**Run 1: wiring by layer**

Drawn at 4 px/um. Only two layers are drawn.
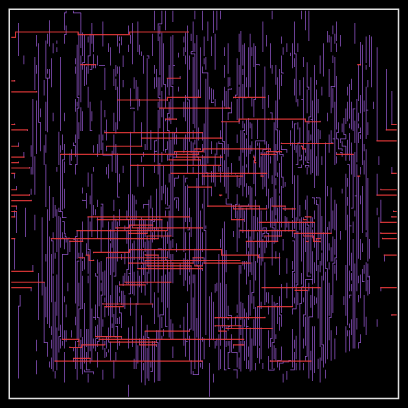
**Run 1: signal metal coverage by tile**

Drawn at 3 px/um. The die is cut into 19 by 19 equal tiles; dark purple is low, yellow is high, scaled to the fullest tile. Values are wire area over tile area, all layers added.
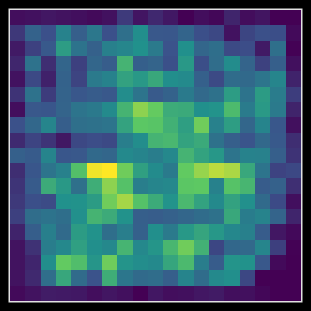
**Run 1: a small window of the routed layout**

Window x 33 to 63, y 33 to 63 um. Cells in grey, sequential cells in the stronger grey; small squares are vias.
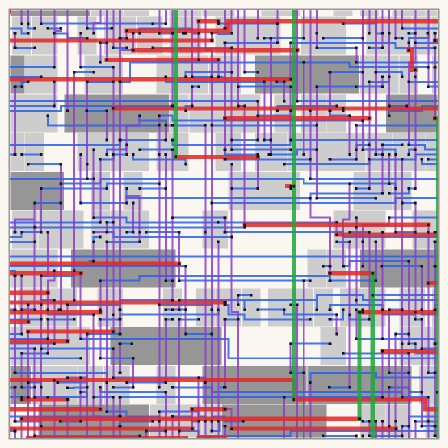
**Run 1: gate-type map**

Drawn at 4 px/um.
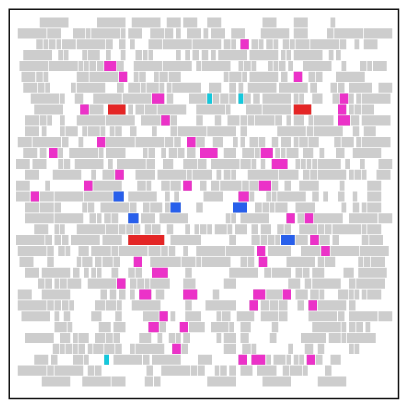
## src/rtl/ppu_timing_monitor.sv

```systemverilog
// ppu_timing_monitor: synchronises PPU1 raster strobes, measures line period and lines per frame,
// and hands out one snapshot per frame over a valid/ready handshake.
module ppu_timing_monitor #(
    parameter int SYNC_STAGES = 2,
    parameter int CYC_W       = 16,
    parameter int LINE_W      = 10,
    parameter int FRAME_W     = 16
) (
    input  logic               clk,
    input  logic               rst,
    input  logic               enable,
    input  logic               ppu1_hcld_n,
    input  logic               ppu1_vcld_n,
    output logic               snap_valid,
    input  logic               snap_ready,
    output logic [CYC_W-1:0]   snap_line_cycles,
    output logic [LINE_W-1:0]  snap_lines,
    output logic [FRAME_W-1:0] snap_frame,
    output logic               locked,
    output logic               overflow
);
    typedef enum logic [1:0] {IDLE, WAIT_V, MEASURE} state_t;

    state_t               state_q, state_d;
    logic [SYNC_STAGES-1:0] hsync_q, vsync_q;
    logic                 hprev_q, vprev_q;
    logic                 hpulse, vpulse;
    logic [CYC_W-1:0]     cyc_q, cyc_d, period_q, period_d, cyc_inc, snap_cyc_q, snap_cyc_d;
    logic [LINE_W-1:0]    line_q, line_d, snap_lines_q, snap_lines_d;
    logic [FRAME_W-1:0]   frame_q, frame_d, snap_frame_q, snap_frame_d;
    logic                 snap_valid_q, snap_valid_d, locked_q, locked_d, ovf_q, ovf_d;

    always_ff @(posedge clk) begin
        if (rst) begin
            hsync_q <= '1;
            vsync_q <= '1;
            hprev_q <= 1'b1;
            vprev_q <= 1'b1;
        end else begin
            hsync_q <= {hsync_q[SYNC_STAGES-2:0], ppu1_hcld_n};
            vsync_q <= {vsync_q[SYNC_STAGES-2:0], ppu1_vcld_n};
            hprev_q <= hsync_q[SYNC_STAGES-1];
            vprev_q <= vsync_q[SYNC_STAGES-1];
        end
    end

    assign hpulse  = hprev_q & ~hsync_q[SYNC_STAGES-1];
    assign vpulse  = vprev_q & ~vsync_q[SYNC_STAGES-1];
    assign cyc_inc = (&cyc_q) ? cyc_q : cyc_q + 1'b1;

    always_comb begin
        state_d      = state_q;
        cyc_d        = cyc_q;
        line_d       = line_q;
        period_d     = period_q;
        frame_d      = frame_q;
        snap_valid_d = snap_valid_q;
        snap_cyc_d   = snap_cyc_q;
        snap_lines_d = snap_lines_q;
        snap_frame_d = snap_frame_q;
        locked_d     = locked_q;
        ovf_d        = ovf_q;
        case (state_q)
            IDLE: state_d = WAIT_V;
            WAIT_V: if (vpulse) begin
                state_d = MEASURE;
                line_d  = {{(LINE_W-1){1'b0}}, hpulse};
            end
            MEASURE: begin
                if (hpulse) begin
                    cyc_d    = '0;
                    period_d = cyc_inc;
                    line_d   = (&line_q) ? line_q : line_q + 1'b1;
                    ovf_d    = ovf_q | (&line_q);
                end else begin
                    cyc_d = cyc_inc;
                    ovf_d = ovf_q | (&cyc_q);
                end
                if (snap_valid_q && snap_ready)
                    snap_valid_d = 1'b0;
                // A line ending on the frame strobe is reported with its own period, not the previous one
                if (vpulse) begin
                    line_d   = {{(LINE_W-1){1'b0}}, hpulse};
                    frame_d  = frame_q + 1'b1;
                    locked_d = 1'b1;
                    if (!snap_valid_q || snap_ready) begin
                        snap_valid_d = 1'b1;
                        snap_cyc_d   = hpulse ? cyc_inc : period_q;
                        snap_lines_d = line_q;
                        snap_frame_d = frame_q;
                    end else begin
                        ovf_d = 1'b1;
                    end
                end
            end
            default: state_d = IDLE;
        endcase
        if (!enable) begin
            state_d      = IDLE;
            cyc_d        = '0;
            line_d       = '0;
            period_d     = '0;
            frame_d      = '0;
            snap_valid_d = 1'b0;
            snap_cyc_d   = '0;
            snap_lines_d = '0;
            snap_frame_d = '0;
            locked_d     = 1'b0;
            ovf_d        = 1'b0;
        end
    end

    always_ff @(posedge clk) begin
        if (rst) begin
            state_q      <= IDLE;
            cyc_q        <= '0;
            line_q       <= '0;
            period_q     <= '0;
            frame_q      <= '0;
            snap_valid_q <= 1'b0;
            snap_cyc_q   <= '0;
            snap_lines_q <= '0;
            snap_frame_q <= '0;
            locked_q     <= 1'b0;
            ovf_q        <= 1'b0;
        end else begin
            state_q      <= state_d;
            cyc_q        <= cyc_d;
            line_q       <= line_d;
            period_q     <= period_d;
            frame_q      <= frame_d;
            snap_valid_q <= snap_valid_d;
            snap_cyc_q   <= snap_cyc_d;
            snap_lines_q <= snap_lines_d;
            snap_frame_q <= snap_frame_d;
            locked_q     <= locked_d;
            ovf_q        <= ovf_d;
        end
    end

    assign snap_valid       = snap_valid_q;
    assign snap_line_cycles = snap_cyc_q;
    assign snap_lines       = snap_lines_q;
    assign snap_frame       = snap_frame_q;
    assign locked           = locked_q;
    assign overflow         = ovf_q;
endmodule

```

## config.mk

```make
export PLATFORM = sky130hd
export DESIGN_NAME = ppu_timing_monitor
export DESIGN_NICKNAME = d
export VERILOG_FILES = /design/src/rtl/ppu_timing_monitor.sv
export SDC_FILE = /design/constraint.sdc
export NUM_CORES = 1
export LEC_CHECK = 0
export CAP_MARGIN = 10
export CORE_UTILIZATION = 57
export CTS_CLUSTER_SIZE = 28
export DETAILED_ROUTE_END_ITERATION = 12
export GPL_TIMING_DRIVEN = 0
export PLACE_DENSITY_LB_ADDON = 0.1
export SYNTH_ARGS = -nofsm -noshare
export SYNTH_HDL_FRONTEND = slang
export SYNTH_SLANG_ARGS = --single-unit
```

## constraint.sdc

```tcl
create_clock -name clk -period 2.13 [get_ports clk]
set_clock_uncertainty 0.05 [all_clocks]
set_input_delay 0.426 -clock clk [delete_from_list [all_inputs] [get_ports clk]]
set_output_delay 0.426 -clock clk [all_outputs]
set_load 0.05 [all_outputs]
```

==> notes.md, run 1 <==
Main metrics from the flow reports.

The flow ran to the end, and the final reports show no timing, DRC or antenna violations. The die outline height is 96.96 um. The first global-routing pass estimated between 20000 and 25000 um of wire. For met3 alone, demand over resource in global routing was 0.06069.

The number of iterations in the first detailed-routing pass came out at 5. The synthesis-stage register bit count is 111. The total power after layout is 3.477 mW.

Counting every net in the synthesized netlist gives 631. Once the clock tree was built, the resizer swapped 3 gates to a different size. The tree built by TritonCTS fans out to 111 sinks. The most critical min-delay path falls under flip-flop to flip-flop. The delay of the slowest cell on the worst path is 0.83 ns. The xor/xnor share of the synthesized area is 0.03408.

The tapcell count is 108. The minimum clock period after layout came out at 2.078 ns. The area share of and/or/nand/nor cells after synthesis is 0.2636.

The total instance count after detailed placement came out at 780. The count of fill cells added during filler insertion came out at 734. The standard cell area after detailed placement came out at between 0.005 and 0.006 mm2. In this run, synthesis inferred 0 flip-flops with an integrated enable. The power report lists the clock group at 1.27 mW. Per the GRT log, the top usage layer is met2. The horizontal die size is 96.96 um. The initial antenna violation count came to 0. The clock passes through at most 2 buffers. The clock latency at the later pin of the worst-skew pair is 0.38 ns.

The multi-input combinational gate total came out at 461. The post-CTS setup-driven buffer insertion count came out at 0. The maximum VDD drop is around 0.55 mV. The kind of cell with the highest combined delay on the critical path is buffers and inverters.

Of all the cell area in the finished design, the clock network holds 0.03310. Derived from the worst setup path, the maximum achievable clock frequency is 0.4812 GHz. The number of remaining DRC errors came out at 0. The top routing layer in use is met4.

The share of power burned in registers is 0.600. The final weighted congestion in routability-driven placement is between 0.8 and 0.9. The tally of clock buffers in the finished layout came out at 10. Setup repair after global routing could not meet its margin everywhere. The total area of sequential cells is 0.002226 mm2.

The power density over the cells is a little under 600 mW/mm2. The met3 wire length came out at between 1000 and 1500 um. The reg-to-reg startpoint is state_q[1]. Per the synthesis report, the adder-cell share of the synthesized area is 0.007303.

The top fanout value on the critical path is 2. The register clock-pin slew on the reported worst setup and hold paths came out at 0.11 ns. The number of warnings reported in the stage logs is 27.

The pin count of the biggest net entering global routing is 21. Looking at hold timing, the worst path starts from hsync_q[0]. For reference, the critical path is captured by snap_line_cycles[11]. The routed design shows a via density per instance of between 6 and 7. STA lists the endpoint of the worst register-to-register path as snap_line_cycles[6]. Per the final layout report, the fraction of cells sized above drive strength 1 comes to 0.1148. The signal on the critical path passes through clkdlybuf4s50_1. Of all the cell area in the finished design, non-clock buffers hold 0.1324. Of the total synthesized cell area, the portion taken by AND-OR and OR-AND cells is 0.1994. The reported max-cap violation count came out at 0. The count of inverters other than clock inverters in the layout came out at 3. The final timing summary puts the cycle share of the worst path at 0.9756. The clock tree synthesis step divided the H-tree into 3 levels.

Setup slack on the worst path after placement came out at -0.4666 ns. The endpoint of the worst hold-timing path is hsync_q[1]. After layout, the buffer instance count without clock buffers stands at between 90 and 100.
Notes on 'wiring by layer' above:
[metal 3] red | wire length: 1050 um
[metal 2] purple | wire length: 6440 um
routed vias: 4831
average wire length per cell after detail routing: 17.84 um
Total Routed Length: 14200 um
Global Route Usage Sum: 0.3069

Notes on 'signal metal coverage by tile' above:
fullest tile: 0.69
tiles over half the peak: 24%
nearly empty tiles: 3.9%
mean over tiles: 0.24
densest ninth of the die: middle

Notes on 'a small window of the routed layout' above:
[metal 3] red
[metal 1] blue
[metal 2] purple
[metal 4] green
netlist names of flops here include: `cyc_q` (5), `period_q` (2), `snap_line_cycles` (2)
sequential cells in the window: 10
most frequent: dfxtp_1 (8), clkbuf_1 (7), nand2_1 (7)
cells with their middle in the window: 79

Notes on 'gate-type map' above:
[and/or cells] magenta | cells: 44 | most used: and3_1
[inv cells] cyan | cells: 3 | most used: inv_1
[non-inverting ao/oa cells] blue | cells: 5
[fa/ha/maj cells] red | cells: 3 | most used: ha_1

--- run 2 (diff from run 1) ---
Settings changed: CORE_MARGIN set to 4.
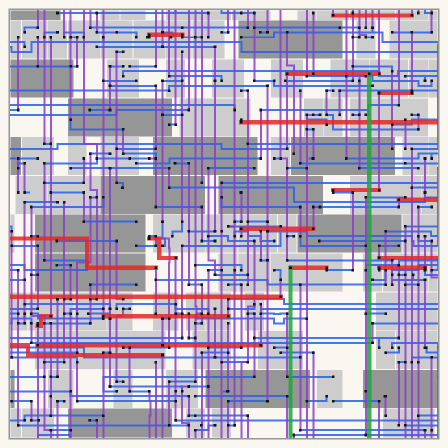
**Above:** run 2 (a small window of the routed layout).
Window x 36 to 66, y 36 to 66 um. Cells in grey, sequential cells in the stronger grey; small squares are vias.
[metal 4] green
[metal 1] blue
[metal 2] purple
[metal 3] red
netlist names of flops here include: `cyc_q` (6), `state_q` (2)
most frequent: dfxtp_1 (11), nor2_1 (7), nand2_1 (7)
cells with their middle in the window: 76
sequential cells in the window: 13

==> notes.md, run 2 <==
Main metrics from the flow reports.

The maximum number of buffers from clock root to sink is 2 (unchanged). The timing-limited maximum frequency is 0.4651 GHz (-3.3%). The synthesis-stage register bit count came out at 111 (unchanged). The final-report setup violation count came out at 5. The xor/xnor share of the synthesized area came out at 0.03408 (unchanged).

The reg-to-reg startpoint is line_q[0]. The most critical min-delay path falls under flip-flop to flip-flop. The wire length of the first global-routing pass came out at 22920 um (-0.81%). The reported max-cap violation count came out at 0 (unchanged). Once routing completed, OpenROAD measured the worst setup slack at -0.01993 ns. The total wire length after detailed routing came out at 14200 um (about the same). The minimum setup slack after placement came out at -0.4960 ns (-0.02944 ns). The minimum clock period after layout is 2.150 ns (+0.07197 ns). The synthesized netlist net count came out at 631 (unchanged). Following the worst setup path forward leads to its endpoint at line_q[7].

The number of warnings in the stage logs is 27 (unchanged). The multi-input combinational gate total is 461 (unchanged). The die outline height is 103.0 um (+6.2%). The non-clock buffering overhead in the final layout came to 0.1310 (-0.001395). The number of instances resized during post-cts repair came out at 2 (-1). Walking the worst path, the cells encountered are clkdlybuf4s50_1, or2b_2, clkbuf_1, buf_1, a211oi_1. The post-CTS setup-driven buffer insertion count is 0 (unchanged).

The area share of and/or/nand/nor cells after synthesis is 0.2636 (unchanged). The met3 usage in global routing came out at 0.05480 (-0.005890). The power consumed by the clock network is 1.40 mW (+10%).

The total power after layout came out at 3.606 mW (+3.7%). The via total after detailed routing came out at 4853 (+0.46%). The tapcell count is 108 (unchanged). The CTS H-tree depth came out at 3 (unchanged). The post-synth tally of flip-flops with integrated enable was 0 (unchanged). The end of the worst register-to-register path is line_q[7].

The final clock period utilization by the worst path came to 1.009 (+0.03379). Setup repair after global routing could not meet its margin everywhere. The share of power burned in registers was 0.578 (-0.022). The power density over the cells is 598.3 mW/mm2 (+3.4%). The horizontal die size came out at 103.0 um (+6.2%). The number of remaining DRC errors was 0 (unchanged). The number of iterations in the first detailed-routing pass is 5 (unchanged). The run finished, with violations left. The checks that failed: negative setup slack. The total area of sequential cells is 0.002225 mm2 (about the same).

The met3 wire length came to 930 um (-12%). The most used routing layer in global routing is met2. The arithmetic-cell share of the synthesized area counting full adders, half adders and majority gates came out at 0.007303 (unchanged). The total global routing track utilization came out at 0.2768 (-0.03011). The clock latency at the later pin of the worst-skew pair came out at 0.38 ns (about the same). The final weighted congestion in routability-driven placement is 0.9261 (+3.1%). The kind of cell with the highest combined delay on the critical path is buffers and inverters. The count of fill cells added during filler insertion came out at 765 (+4.2%). The launch point of the worst min-delay path is recorded as vsync_q[0]. The clock network contribution to total cell area came to 0.03695 (+0.003855). The top routing layer in use is met4.

The initial antenna violation count came to 0 (unchanged). The routed length per placed instance is 17.83 um (about the same). The endpoint of the worst hold path is reported as vsync_q[1]. The tally of clock buffers in the finished layout came out at 10 (unchanged). The ratio of cells with drive above 1 in the final layout is 0.1061 (-0.008721). The pin count of the biggest net entering global routing is 21 (unchanged). The count of inverters other than clock inverters in the layout is 3 (unchanged). The maximum VDD drop was 0.4845 mV (-12%).
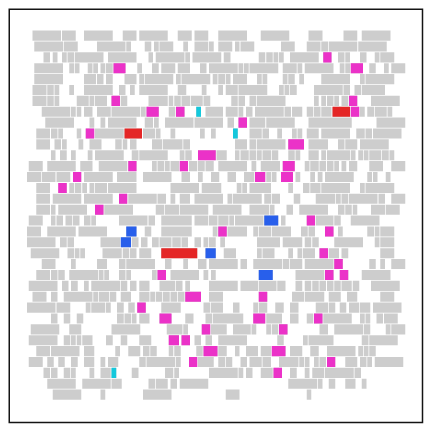
**Above:** run 2 (gate-type map).
Drawn at 4 px/um.
most frequent logic cell in the layout: sky130_fd_sc_hd__dfxtp_1
non-filler cells, final: 796

**Run 2: signal metal coverage by tile**

Drawn at 3 px/um. The die is cut into 21 by 21 equal tiles; dark purple is low, yellow is high, scaled to the fullest tile. Values are wire area over tile area, all layers added.
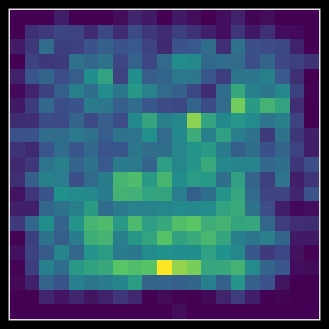

--- run 3 (diff from run 2) ---
Settings changed: CORE_MARGIN 4 to unset, PLACE_DENSITY set to 0.86, PLACE_DENSITY_LB_ADDON 0.1 to unset.
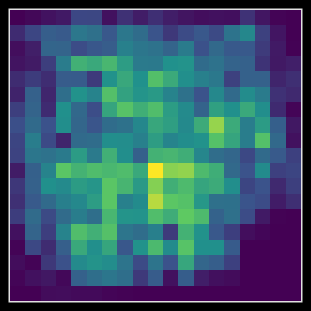
**Above:** run 3 (signal metal coverage by tile).
Drawn at 3 px/um. The die is cut into 19 by 19 equal tiles; dark purple is low, yellow is high, scaled to the fullest tile. Values are wire area over tile area, all layers added.
mean over tiles: 0.24
fullest tile: 0.74
nearly empty tiles: 11%
tiles over half the peak: 23%

==> notes.md, run 3 <==
Main metrics from the flow reports.

The run finished with clean final reports. The power density over the cells came out at 576.7 mW/mm2 (-3.6%). The detailed router used layers up to and including met4. The power consumed by the clock network came out at 1.26 mW (-10%). The clock network contribution to total cell area was 0.03274 (-0.004210).

The maximum number of buffers from clock root to sink is 2 (unchanged). The minimum clock period after layout is 2.069 ns (-0.08141 ns). The minimum setup slack after placement came out at -0.3740 ns (+0.1220 ns). The horizontal die size came to 96.96 um (-5.8%).

The via count of the first global-routing pass came to 4454. Per the GRT log, the top usage layer is met2. Checking hold timing, the worst path is listed with class flip-flop to flip-flop. The worst hold path startpoint is vsync_q[0].

The number of buffer and inverter stages on the critical path is 0. The number of warnings in the stage logs is 26 (-3.7%). STA lists the startpoint of the worst register-to-register path as line_q[0]. The final-report max-slew violation count came out at 0.

The non-clock buffering overhead in the final layout came out at 0.1314 (+0.0003926). The met3 usage in global routing was 0.06286 (+0.008057). The top cell type in the final layout, fill and taps aside, is sky130_fd_sc_hd__dfxtp_1. The xor/xnor share of the synthesized area came out at 0.03408 (unchanged). Setup repair after global routing left no endpoint under its margin. The post-synth tally of flip-flops with integrated enable came out at 0 (unchanged). The endpoint of the most critical setup path is line_q[7]. The met3 wire length is 1104 um (+19%). The number of remaining DRC errors was 0 (unchanged).

In the power breakdown, the internal column shows 2.574 mW. The delay of the slowest cell on the worst path came out at 0.51 ns. The kind of cell with the highest combined delay on the critical path is simple AND/OR/NAND/NOR gates. The detailed placer reported the number of placed instances as 780. The total power after layout was 3.460 mW (-4.0%). The final clock period utilization by the worst path is 0.9711 (-0.03822).

The total wire length after detailed routing was 13770 um (-3.0%). The timing-limited maximum frequency came to 0.4834 GHz (+3.9%). The initial antenna violation count came out at 0 (unchanged).

The depth of the worst register-to-register path came out at 6. The clock tree from TritonCTS is done. The total area of sequential cells came out at 0.002225 mm2 (unchanged). met1 track demand over resource after global routing is 0.3922. The count of inverters other than clock inverters in the layout is 3 (unchanged). The ratio of cells with drive above 1 in the final layout is 0.1092 (+0.003066). The share of power burned in registers came out at 0.603 (+0.025). The reported max-cap violation count came out at 0 (unchanged). The number of instances resized during post-cts repair was 0 (-2). The switching power share of the total came out at 0.2562.

The maximum VDD drop came out at 0.5124 mV (+5.7%). The total number of yosys warnings is 0. The arithmetic-cell share of the synthesized area counting full adders, half adders and majority gates was 0.007303 (unchanged). Per report_power, the Sequential row totals ~2.1 mW.

The CTS H-tree depth is 3 (unchanged). The number of iterations in the first detailed-routing pass came out at 7 (+2). The via total after detailed routing is 4931 (+1.6%). The total global routing track utilization came to 0.2920 (+0.01524).

Per STA, the worst path is made up of ha_1, nand3_1, nor3_4, o2bb2ai_2, nor2_1, a211oi_1. The post-CTS setup-driven buffer insertion count came out at 0 (unchanged). The final-report setup violation count came out at 0 (-5).

The synthesis-stage register bit count is 111 (unchanged). STA shows the worst min-delay path finishing at vsync_q[1]. The final weighted congestion in routability-driven placement is 0.9364 (+1.1%). The capture point of the worst register-to-register path is recorded as line_q[7].

The tally of clock buffers in the finished layout is 9 (-1). The flow reports power dissipated in combinational cells as between 0.1 and 0.15 mW. The multi-input combinational gate total is 461 (unchanged).

The area share of and/or/nand/nor cells after synthesis is 0.2636 (unchanged). The part of the Yosys area used for sequential elements came out at 0.4323. The die outline height is 96.96 um (-5.8%). The wire length of the first global-routing pass came out at 21970 um (-4.2%).

The routed length per placed instance came out at 17.32 um (-2.9%). The synthesized netlist net count is 631 (unchanged). The pin count of the biggest net entering global routing came out at 22 (+4.8%). The area growth from synthesis to layout is 16.72%. The setup slack of the critical path after layout is 0.06148 ns (+0.08141 ns). The clock latency at the later pin of the worst-skew pair came out at 0.39 ns (about the same).
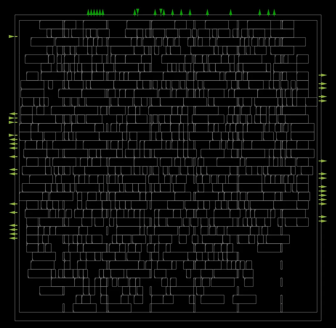
**Above:** run 3 (cell placement).
Seq area share: 0.3708
well-tap cell count: 108
final standard cell utilization of the core: 0.6879
non-filler cells, final: 795
filler cell count: 737

No activity file was given, so power comes from the tool's default toggle rates.
